Figure 1. Port wiring.
Scale bar: 20 um.
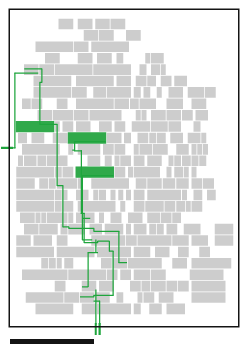
Figure 2. Sequential cells grouped by signal name.
Other sequential cells in the stronger grey, the rest of the logic in the fainter grey.
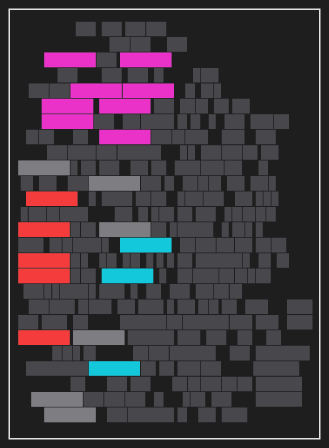
`src/rtl/rr_arbiter8_if.sv`:
```
`default_nettype none
// ============================================================================
// rr_arbiter8_if : request/grant bundle between requesters and rr_arbiter8
// Revision 1.0
// ============================================================================
interface rr_arbiter8_if;
   logic [7:0] req;
   logic       done;
   logic [7:0] gnt;
   logic [2:0] gnt_idx;
   logic       gnt_valid;
   logic       timeout;

   modport master (
      output req, done,
      input  gnt, gnt_idx, gnt_valid, timeout
   );

   modport slave (
      input  req, done,
      output gnt, gnt_idx, gnt_valid, timeout
   );
endinterface
`default_nettype wire

```
`src/rtl/rr_arbiter8.sv`:
```
`default_nettype none
// ============================================================================
// rr_arbiter8 : 8-way round-robin arbiter, registered one-hot grant with hold limit
// Revision 1.0
// ============================================================================
module rr_arbiter8 #(
   parameter int MAX_HOLD = 16,
   parameter int CNT_W    = 5
) (
   input  logic          clk,
   input  logic          rst_n,
   rr_arbiter8_if.slave  bus
);

   typedef enum logic [0:0] {
      S_IDLE  = 1'b0,
      S_GRANT = 1'b1
   } state_t;

   state_t           state_q;
   logic [2:0]       ptr_q;
   logic [2:0]       idx_q;
   logic [7:0]       gnt_q;
   logic             valid_q;
   logic             timeout_q;
   logic [CNT_W-1:0] hold_q;

   logic [2:0]       ptr_d;
   logic [CNT_W-1:0] hold_d;
   logic             arb_hit;
   logic [2:0]       arb_idx;
   logic             rel_vol;
   logic             hold_hit;

   // Scan from ptr upward with 3-bit wrap; the first requester found wins.
   always_comb begin : p_arb
      logic [2:0] cand;
      cand    = '0;
      arb_hit = 1'b0;
      arb_idx = '0;
      for (int i = 0; i < 8; i++) begin
         cand = ptr_q + 3'(i);
         if (!arb_hit && bus.req[cand]) begin
            arb_hit = 1'b1;
            arb_idx = cand;
         end
      end
   end

   assign rel_vol  = bus.done | ~bus.req[idx_q];
   assign hold_hit = (MAX_HOLD != 0) && (hold_q == CNT_W'(MAX_HOLD));
   assign ptr_d    = idx_q + 3'd1;
   assign hold_d   = (&hold_q) ? hold_q : hold_q + 1'b1;

   always_ff @(posedge clk or negedge rst_n) begin
      if (!rst_n) begin
         state_q   <= S_IDLE;
         ptr_q     <= '0;
         idx_q     <= '0;
         gnt_q     <= '0;
         valid_q   <= 1'b0;
         timeout_q <= 1'b0;
         hold_q    <= '0;
      end else begin
         case (state_q)
            S_IDLE: begin
               timeout_q <= 1'b0;
               if (arb_hit) begin
                  gnt_q   <= 8'b1 << arb_idx;
                  idx_q   <= arb_idx;
                  valid_q <= 1'b1;
                  hold_q  <= CNT_W'(1);
                  state_q <= S_GRANT;
               end
            end
            S_GRANT: begin
               if (rel_vol || hold_hit) begin
                  // timeout only flags a revocation the owner did not ask for
                  timeout_q <= ~rel_vol;
                  gnt_q     <= '0;
                  idx_q     <= '0;
                  valid_q   <= 1'b0;
                  ptr_q     <= ptr_d;
                  hold_q    <= '0;
                  state_q   <= S_IDLE;
               end else begin
                  timeout_q <= 1'b0;
                  hold_q    <= hold_d;
               end
            end
            default: begin
               state_q <= S_IDLE;
            end
         endcase
      end
   end

   assign bus.gnt       = gnt_q;
   assign bus.gnt_idx   = idx_q;
   assign bus.gnt_valid = valid_q;
   assign bus.timeout   = timeout_q;

endmodule
`default_nettype wire

```
`src/flat_wrapper.sv`:
```
// flat-port wrapper written by rule: the top's interface ports become plain ports
module rr_arbiter8_flat 
#(
   parameter int MAX_HOLD = 16,
   parameter int CNT_W    = 5
)
  (clk, rst_n, bus_req, bus_done, bus_gnt, bus_gnt_idx, bus_gnt_valid, bus_timeout);
  rr_arbiter8_if bus_i ();
  input  logic clk;
  input  logic rst_n;
  input wire logic [$bits(bus_i.req)-1:0] bus_req;
  input wire logic [$bits(bus_i.done)-1:0] bus_done;
  output wire logic [$bits(bus_i.gnt)-1:0] bus_gnt;
  output wire logic [$bits(bus_i.gnt_idx)-1:0] bus_gnt_idx;
  output wire logic [$bits(bus_i.gnt_valid)-1:0] bus_gnt_valid;
  output wire logic [$bits(bus_i.timeout)-1:0] bus_timeout;
  assign bus_i.req = bus_req;
  assign bus_i.done = bus_done;
  assign bus_gnt = bus_i.gnt;
  assign bus_gnt_idx = bus_i.gnt_idx;
  assign bus_gnt_valid = bus_i.gnt_valid;
  assign bus_timeout = bus_i.timeout;
  rr_arbiter8 #(.MAX_HOLD(MAX_HOLD), .CNT_W(CNT_W)) u_core (.clk(clk), .rst_n(rst_n), .bus(bus_i));
endmodule
```
`config.mk`:
```
export PLATFORM = sky130hd
export DESIGN_NAME = rr_arbiter8_flat
export DESIGN_NICKNAME = d
export VERILOG_FILES = /design/src/rtl/rr_arbiter8_if.sv /design/src/rtl/rr_arbiter8.sv /design/src/flat_wrapper.sv
export SDC_FILE = /design/constraint.sdc
export NUM_CORES = 1
export LEC_CHECK = 0
export CAP_MARGIN = 20
export CORE_ASPECT_RATIO = 1.4
export CORE_UTILIZATION = 50
export CTS_CLUSTER_DIAMETER = 100
export DETAILED_ROUTE_END_ITERATION = 7
export HOLD_SLACK_MARGIN = 0.12
export PLACE_DENSITY = 0.8
export SETUP_SLACK_MARGIN = 0.3
export SLEW_MARGIN = 30
export SYNTH_ARGS = -nofsm -noshare
export SYNTH_HDL_FRONTEND = slang
export SYNTH_SLANG_ARGS = --single-unit
```
`constraint.sdc`:
```
create_clock -name clk -period 4 [get_ports clk]
set_clock_uncertainty 0.2 [all_clocks]
set_input_delay 1 -clock clk [delete_from_list [all_inputs] [get_ports clk]]
set_output_delay 1 -clock clk [all_outputs]
set_load 0.05 [all_outputs]
```
==> impl_metrics.py <==
# Auto-generated metrics
metrics = {
    "synth": {
        "synth-warning-count": 0,
        "ys_top_cells_by_area": "sky130_fd_sc_hd__dfrtp_1, sky130_fd_sc_hd__mux4_2, sky130_fd_sc_hd__mux2i_1, sky130_fd_sc_hd__a32o_1, sky130_fd_sc_hd__ha_1",
        "synth.cellmix.compoundShare": 0.2190,
        "yosys.area.top_type_share": 0.2859,
        "seq_area_frac_synth": 0.2859,
        "avgSynthCellArea_sq_um": 10.03,
        "chip_area_line_of_the_yosys_report_sq_mm": 0.001926,
        "ys.flops": 22,
        "most_common_cell": "sky130_fd_sc_hd__dfrtp_1",
        "tally_of_unique_sky130hd_cells_used_after_synthesis": 51,
        "post_synth_main_logic_family": "multiplexers",
        "mux_area_frac": 0.2437,
        "post_synth_and_or_nand_nor_area_fraction": 0.1384,
        "synth_nets": 209,
        "synthesis.instances": 192,
        "cell_total_in_the_yosys_stat_output": 192,
        "ys_top_cells_by_count": "sky130_fd_sc_hd__dfrtp_1, sky130_fd_sc_hd__nand2_1, sky130_fd_sc_hd__mux2i_1",
        "synthDominantAreaCellType": "sky130_fd_sc_hd__dfrtp_1",
    },
    "place": {
        "hpwlAfterDp_um": 3736,
        "gp_congestion": 0.9126,
    },
    "hold_path": {
        "hold_path_depth": 1,
        "hold_worst_path_end": "u_core.bus.gnt_valid$_DFFE_PN0P_",
    },
    "cts": {
        "cts_htree_levels": 1,
        "cts_sinks": 22,
        "clockBufferDepth": 2,
        "cts.reportedPaths.clkPinSlew_ps": 80,
    },
    "floorplanning": {
        "top_level_ports": 24,
        "floorplan.core_util": 0.5238,
        "die_x_um": 54.45,
    },
    "route": {
        "detailedRoute.firstIterationViolations": 65,
        "num_vias": 1777,
        "ant_nets": 0,
        "post-route-drc-count": 0,
        "top_layer_used": "met4",
        "route.final.wire_length_um": 4952,
    },
    "run": {
        "timing.max_cap.violations": 0,
    },
    "global_routing": {
        "top_usage_layer": "met2",
        "grt_pass1_wl_um": 7755,
        "gr-usage-met3": 0.01996,
        "pin_count_of_the_biggest_net_entering_global_routing": 23,
        "global_route_total_usage_across_every_layer": 0.2577,
    },
    "critical_path": {
        "critical_path_class": "primary input to flip-flop",
        "crit_path_cell_trace": "clkdlybuf4s15_1 -> mux4_2 -> a221o_1 -> or3_4 -> a211o_4 -> or2_4 -> o31a_1 -> buf_4 -> mux2i_1",
        "cp_num_buf_inv": 2,
        "worst-endpoint-required_ps": 3990,
        "worst-path-stages": 9,
        "r2r_start": "u_core.ptr_q[0]$_DFFE_PN0P_",
        "timing.critical_path.to": "u_core.bus.gnt_idx[1]$_DFFE_PN0P_",
        "critical_path.reg2reg.endpoint": "u_core.bus.gnt_idx[1]$_DFFE_PN0P_",
        "path_delay_family": "AND-OR/OR-AND gates",
        "worstSetupStartpoint": "bus_req[3]",
    },
    "final_timing": {
        "grt_setup_unrepaired": "no",
        "worst_pin_slew_ps": 602.7,
        "worst_hold_margin_ps": 276.8,
        "slew_headroom": 0.5951,
        "setup_viol": 0,
        "fmax_mhz": 275.8,
        "fin_crit_ps": 3626,
        "setup_slack_ps": 374.4,
    },
    "status": {
        "outcome": "complete, no violations",
    },
    "finish": {
        "drive_above_1_share": 0.2605,
        "areaGrowthSynthToFinish_pct": 28.39,
    },
}
## Picture notes: Figure 1
[bus_gnt_idx] green | bits: 3 | direction: output | edge: 2 bottom, 1 left | end cells: 3 | buffers: 3 | wire: 215 um

## Picture notes: Figure 2
[u_core.bus.gnt] magenta | placed flops: 8
[u_core.ptr_q] cyan | placed flops: 3
[u_core.hold_q] red | placed flops: 5 | where: left middle
not coloured: 6
Register Area: 550.5 sq um
sequential cell area share: 0.2227
Layout Utilization: 0.6726

==> logic make-up after synthesis <==
family / after synthesis
AND/OR/NAND/NOR: 54
AND-OR/OR-AND: 53
multiplexers: 33
flip-flops: 22
buffers and inverters: 18
XOR/XNOR: 6
adder cells (fa/ha/maj): 6
==> final cells by class <==
cell class,count,area (sq um)
clock buffers,3,41.29
clock inverters,1,30.03
fillers,285,1204
inverters,8,30.03
multi-input cells,152,1329
flip-flops and latches,22,550.5
well taps,42,52.55
repair buffers,52,439.2
